===== config.mk =====
export PLATFORM = sky130hd
export DESIGN_NAME = jk_count_ctrl
export DESIGN_NICKNAME = d
export VERILOG_FILES = /design/src/rtl/jk_count_ctrl.sv
export SDC_FILE = /design/constraint.sdc
export NUM_CORES = 1
export LEC_CHECK = 0
export CORE_MARGIN = 4
export CORE_UTILIZATION = 40
export DETAILED_ROUTE_END_ITERATION = 10
export GPL_TIMING_DRIVEN = 0
export PLACE_DENSITY_LB_ADDON = 0.05
export RECOVER_POWER = 25
export REMOVE_ABC_BUFFERS = 1
export SLEW_MARGIN = 0
export SYNTH_ARGS = -nofsm -noshare
export SYNTH_HDL_FRONTEND = slang
export SYNTH_SLANG_ARGS = --single-unit

===== constraint.sdc =====
create_clock -name clk -period 3.9 [get_ports clk]
set_clock_uncertainty 0.2 [all_clocks]
set_input_delay 0.975 -clock clk [delete_from_list [all_inputs] [get_ports clk]]
set_output_delay 0.975 -clock clk [all_outputs]
set_load 0.02 [all_outputs]

===== src/rtl/jk_count_ctrl.sv =====
// Controller for an external bank of JK flip-flops: loads a value via set/reset
// excitation or counts up/down modulo M via toggle excitation.
module jk_count_ctrl #(
    parameter int WIDTH = 4
) (
    input  logic             clk,
    input  logic             clear,
    input  logic             start,
    input  logic             stop,
    input  logic             mode_up,
    input  logic             load_en,
    input  logic [WIDTH-1:0] load_val,
    input  logic [WIDTH-1:0] modulus,
    input  logic [WIDTH-1:0] q_fb,
    output logic [WIDTH-1:0] j_out,
    output logic [WIDTH-1:0] k_out,
    output logic             ff_clear_n,
    output logic             busy,
    output logic             tc,
    output logic             done
);

    typedef enum logic [1:0] {
        IDLE  = 2'd0,
        LOAD  = 2'd1,
        RUN   = 2'd2,
        FLUSH = 2'd3
    } state_t;

    state_t state_reg;
    state_t state_next;

    logic             busy_reg;
    logic             done_reg;
    logic             ff_clear_n_reg;

    logic [WIDTH:0]   m_ext;
    logic [WIDTH-1:0] m_last;
    logic             out_of_range;
    logic             wrap_up;
    logic             wrap_dn;
    logic [WIDTH-1:0] count_next;
    logic [WIDTH-1:0] toggle_mask;
    logic             in_load;
    logic             in_run;

    // ------------------------------------------------------------------
    // Modulus arithmetic. A zero modulus means the full 2^WIDTH range,
    // which the extra top bit of m_ext represents.
    // ------------------------------------------------------------------
    assign m_ext        = (modulus == '0) ? {1'b1, {WIDTH{1'b0}}} : {1'b0, modulus};
    assign m_last       = modulus - WIDTH'(1);
    assign out_of_range = ({1'b0, q_fb} >= m_ext);
    assign wrap_up      = (q_fb == m_last);
    assign wrap_dn      = (q_fb == '0);

    always_comb begin
        count_next = '0;
        if (out_of_range) begin
            count_next = '0;
        end else if (mode_up) begin
            count_next = wrap_up ? '0 : q_fb + WIDTH'(1);
        end else begin
            count_next = wrap_dn ? m_last : q_fb - WIDTH'(1);
        end
    end

    assign toggle_mask = q_fb ^ count_next;
    assign in_load     = (state_reg == LOAD) && !clear;
    assign in_run      = (state_reg == RUN) && !clear;

    // Per-bit excitation: set/reset pairs while loading, toggles while counting,
    // and J=K=0 (hold) everywhere else.
    generate
        for (genvar gi = 0; gi < WIDTH; gi++) begin : g_excite
            assign j_out[gi] = (in_load &&  load_val[gi] && !q_fb[gi]) ||
                               (in_run  &&  toggle_mask[gi]);
            assign k_out[gi] = (in_load && !load_val[gi] &&  q_fb[gi]) ||
                               (in_run  &&  toggle_mask[gi]);
        end
    endgenerate

    assign tc = in_run && !out_of_range && (mode_up ? wrap_up : wrap_dn);

    // ------------------------------------------------------------------
    // FSM
    // ------------------------------------------------------------------
    always_comb begin
        state_next = state_reg;
        case (state_reg)
            IDLE: begin
                if (load_en) begin
                    state_next = LOAD;
                end else if (start) begin
                    state_next = RUN;
                end
            end
            LOAD:    state_next = IDLE;
            RUN: begin
                if (stop) begin
                    state_next = FLUSH;
                end
            end
            FLUSH:   state_next = IDLE;
            default: state_next = IDLE;
        endcase
    end

    // busy mirrors the state being entered so it lines up with LOAD/RUN;
    // done fires on the cycle after FLUSH.
    always_ff @(posedge clk) begin
        if (clear) begin
            state_reg      <= IDLE;
            busy_reg       <= 1'b0;
            done_reg       <= 1'b0;
            ff_clear_n_reg <= 1'b0;
        end else begin
            state_reg      <= state_next;
            busy_reg       <= (state_next == LOAD) || (state_next == RUN);
            done_reg       <= (state_reg == FLUSH);
            ff_clear_n_reg <= 1'b1;
        end
    end

    assign busy       = busy_reg;
    assign done       = done_reg;
    assign ff_clear_n = ff_clear_n_reg;

endmodule


Figure 1. Track usage over the die.
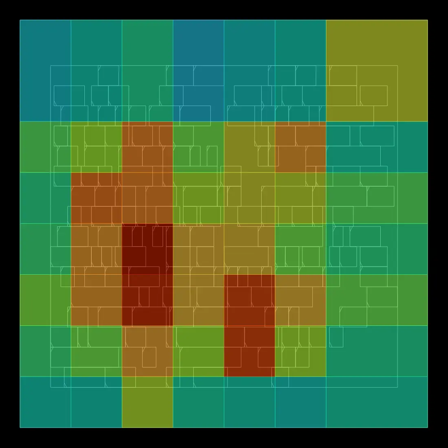
Overall Global Routing Usage: 19.9%
busiest grt layer: met2

Figure 2. Met1 routing.
Scale: 6 px per um. Supply wires on this layer in gray.
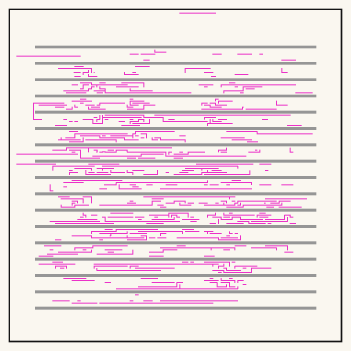
main direction: horizontal
nets with wire on the layer: 158
longest straight run: 22.5 um
wire length on this layer: 1190 um
share of all routed wire: 45%
via count: 1051
met1 Use GR: 25.4%
DRT Wirelength: 2680 um

==> results.sh <==
# implementation run metrics
export IMPL_status="finished with violations"
export IMPL_violations="negative setup slack"
export IMPL_warning_count=29
export IMPL_worst_path_max_delay_cell="a211o_2"
export IMPL_crit_start="modulus[0]"
export IMPL_rr_worst_depth=3
export IMPL_mux_area_share_pct=1.13
export IMPL_die_area_mm2=0.00304
export IMPL_hold_start="state_reg[1]$_SDFF_PP0_"
export IMPL_dp_hpwl_um=1830
export IMPL_cts_resized=94
export IMPL_total_power_mw=0.255
export IMPL_first_pass_iters=4
export IMPL_ys_flops=5
export IMPL_min_to="done$_SDFF_PP0_"
export IMPL_post_place_ws_ps=-1390
export IMPL_grt_remaining_overflow=0
export IMPL_hold_depth=1
export IMPL_switchingPower_mw=0.0925
export IMPL_crit_top_cell="ha_4"
export IMPL_setup_viol=8
export IMPL_place_area_mm2=0.00118
export IMPL_worstSkewPairLatency_ps=230
export IMPL_pwr_share_clk_pct=22.5
export IMPL_crit_end="k_out[2]"
export IMPL_drv_slew=0
export IMPL_initCoreUtil_pct=43.5
export IMPL_syn_area_um2=888
export IMPL_tightest_slew_ps=573
export IMPL_p_seq_share_pct=22.8
export IMPL_crit_type="in2out"
export IMPL_largest_reg_flops=2
export IMPL_max_vdd_ir_drop_v=0.000123
export IMPL_maxSlewHeadroom_pct=61.6
export IMPL_arrival_ps=2970
export IMPL_worst_path_stages=11
export IMPL_fillers=193
export IMPL_critPathRequiredTime_ps=2720
export IMPL_worst_hold_path_type="reg2reg"
export IMPL_critPathMaxStageDelay_ps=400
export IMPL_yosysWarnings=0
export IMPL_startpoint_type="input port"
export IMPL_async_flop_share_pct=0
export IMPL_aoi_share_pct=26.1
export IMPL_maxCapViolations=0
export IMPL_fin_setup_tns_ps=-1680
export IMPL_ff_type="dfxtp_1"
export IMPL_yosysTopAreaCell="dfxtp_1"
export IMPL_cts_tree="built"
export IMPL_antenna_found_initial=0
export IMPL_place_inst=170
export IMPL_cts_sinks=5
export IMPL_layout_worst_path_cycle_share_pct=106
export IMPL_worstPathMaxFanout=6
export IMPL_num_nets_final=183
export IMPL_n_antenna_cell=0
export IMPL_clk_pin_slew_ps=40
export IMPL_timing_final_ws_setup_ps=-244
export IMPL_timing_rr_end="busy$_SDFF_PP0_"
export IMPL_synthCells=119
export IMPL_swShare_pct=36.3
export IMPL_layout_drive_gt1_share_pct=36.5
export IMPL_die_x_um=55.1
export IMPL_die_y_um=55.1
export IMPL_area_delta_synth_final_pct=55.5
export IMPL_place_congestion=0.894
export IMPL_drt_vias_per_instance=5.74
export IMPL_crit_buf_inv=3
export IMPL_finish_utilization_pct=67.6
export IMPL_ys_seq_share_pct=11.3
export IMPL_numCtsBuffers=3
export IMPL_reg2reg_from="state_reg[1]$_SDFF_PP0_"
export IMPL_flop_area_um2=100
export IMPL_rsz0062_at_grt="yes"
export IMPL_ys_area_um2=888
export IMPL_syn_area_per_cell_um2=7.47
export IMPL_ys_cells=119
export IMPL_htree_levels=1
export IMPL_cts_root_buf="clkbuf_4"
export IMPL_path_cells="buf_8 -> inv_8 -> ha_4 -> and3_4 -> nand2b_4 -> ha_4 -> o211ai_1 -> a211o_2 -> a41oi_2 -> or3b_4 -> buf_6"
export IMPL_synthAdderAreaFrac_pct=11.3
export IMPL_grt_pass1_wl_um=4470
export IMPL_clock_fmax_mhz=241
export IMPL_power_leakage_nw=0.578
export IMPL_core_rowCount=16
export IMPL_hold_ws_ps=385
export IMPL_cts_max_path_buffers=2
Figure 3. Logic cells by family.
Scale: 8 px per um.
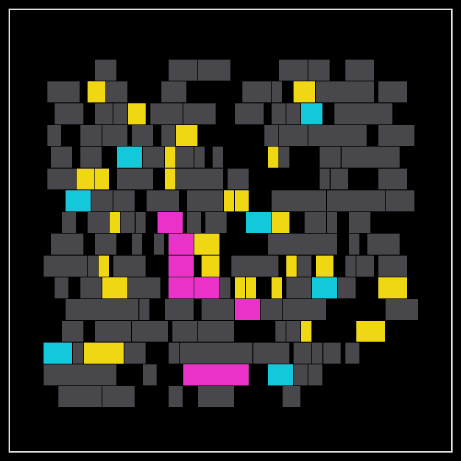
legend:
  yellow:
    family: nand cells
    cells: 26
    most_used: nand2_1
  magenta:
    family: xor and xnor cells
    cells: 7
    most_used: xnor2_1
  cyan:
    family: non-inverting ao/oa cells
    cells: 7
    most_used: a31o_2
fin cells: 183
logic share of the area: 59.3%

Figure 4. Signal wires by layer.
Scale: 6 px per um. Only two layers are drawn.
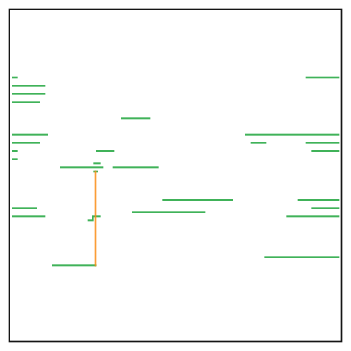
legend:
  orange:
    layer: metal 4
    wire_length: 15.6 um
  green:
    layer: metal 3
    wire_length: 157 um
wire per inst: 14.6 um

[power groups by stage]
stage | combinational (mW) | clock [mW] | sequential (mW)
6_report | 0.139 | 0.0574 | 0.0581
5_1_grt | 0.153 | 0.0639 | 0.0585
4_1_cts | 0.132 | 0.0603 | 0.0577
3_5_place_dp | 0.114 | 0 | 0.0585
3_3_place_gp | 0.112 | 0 | 0.0585
2_1_floorplan | 0.0611 | 0 | 0.0605
[final cells by class]
| cell class | instances | share of cell area, % |
|---|---|---|
| Clock buffer | 4 | 1.90 |
| Multi-Input combinational cell | 97 | 59.3 |
| Sequential cell | 5 | 7.25 |
| Inverter | 12 | 4.17 |
| Tap cell | 27 | 2.45 |
| Timing Repair Buffer | 38 | 24.9 |
[per-layer routing]
| layer | track usage [%] | up-vias | share of wire [%] | wire, um |
|---|---|---|---|---|
| met2 | 34.8 | 38 | 49 | 1310 |
| met4 | 6.07 | 0 | 0.56 | 15 |
| met3 | 2.14 | 2 | 5.8 | 156 |
| met5 | 0 | - | 0 | 0 |
| met1 | 25.4 | 493 | 45 | 1190 |
| li1 | - | 518 | - | - |
[synthesized netlist by cell type (all sizes together), types with 2 or more instances]
cell	count
xor2	2
nand2b	5
o211ai	3
nand2	11
o21ai	3
nor3b	3
a21oi	3
nor3	6
a31o	4
xnor2	4
inv	12
nand4	3
a31oi	4
and3	2
buf	5
nand3	4
or3b	2
a211o	2
nor2	8
a41oi	2
ha	8
nand3b	2
a22oi	2
dfxtp	5
[logic make-up (layout without fill, tap and decap cells)]
logic type                 count (synthesis)  after routing
AOI/OAI and AO/OA                         30             30
buffers and inverters                     17             54
DFF                                        5              5
xor gates and xnor gates                   7              7
and+or+nand+nor                           51             51
adders and majority gates                  8              8
muxes                                      1              1
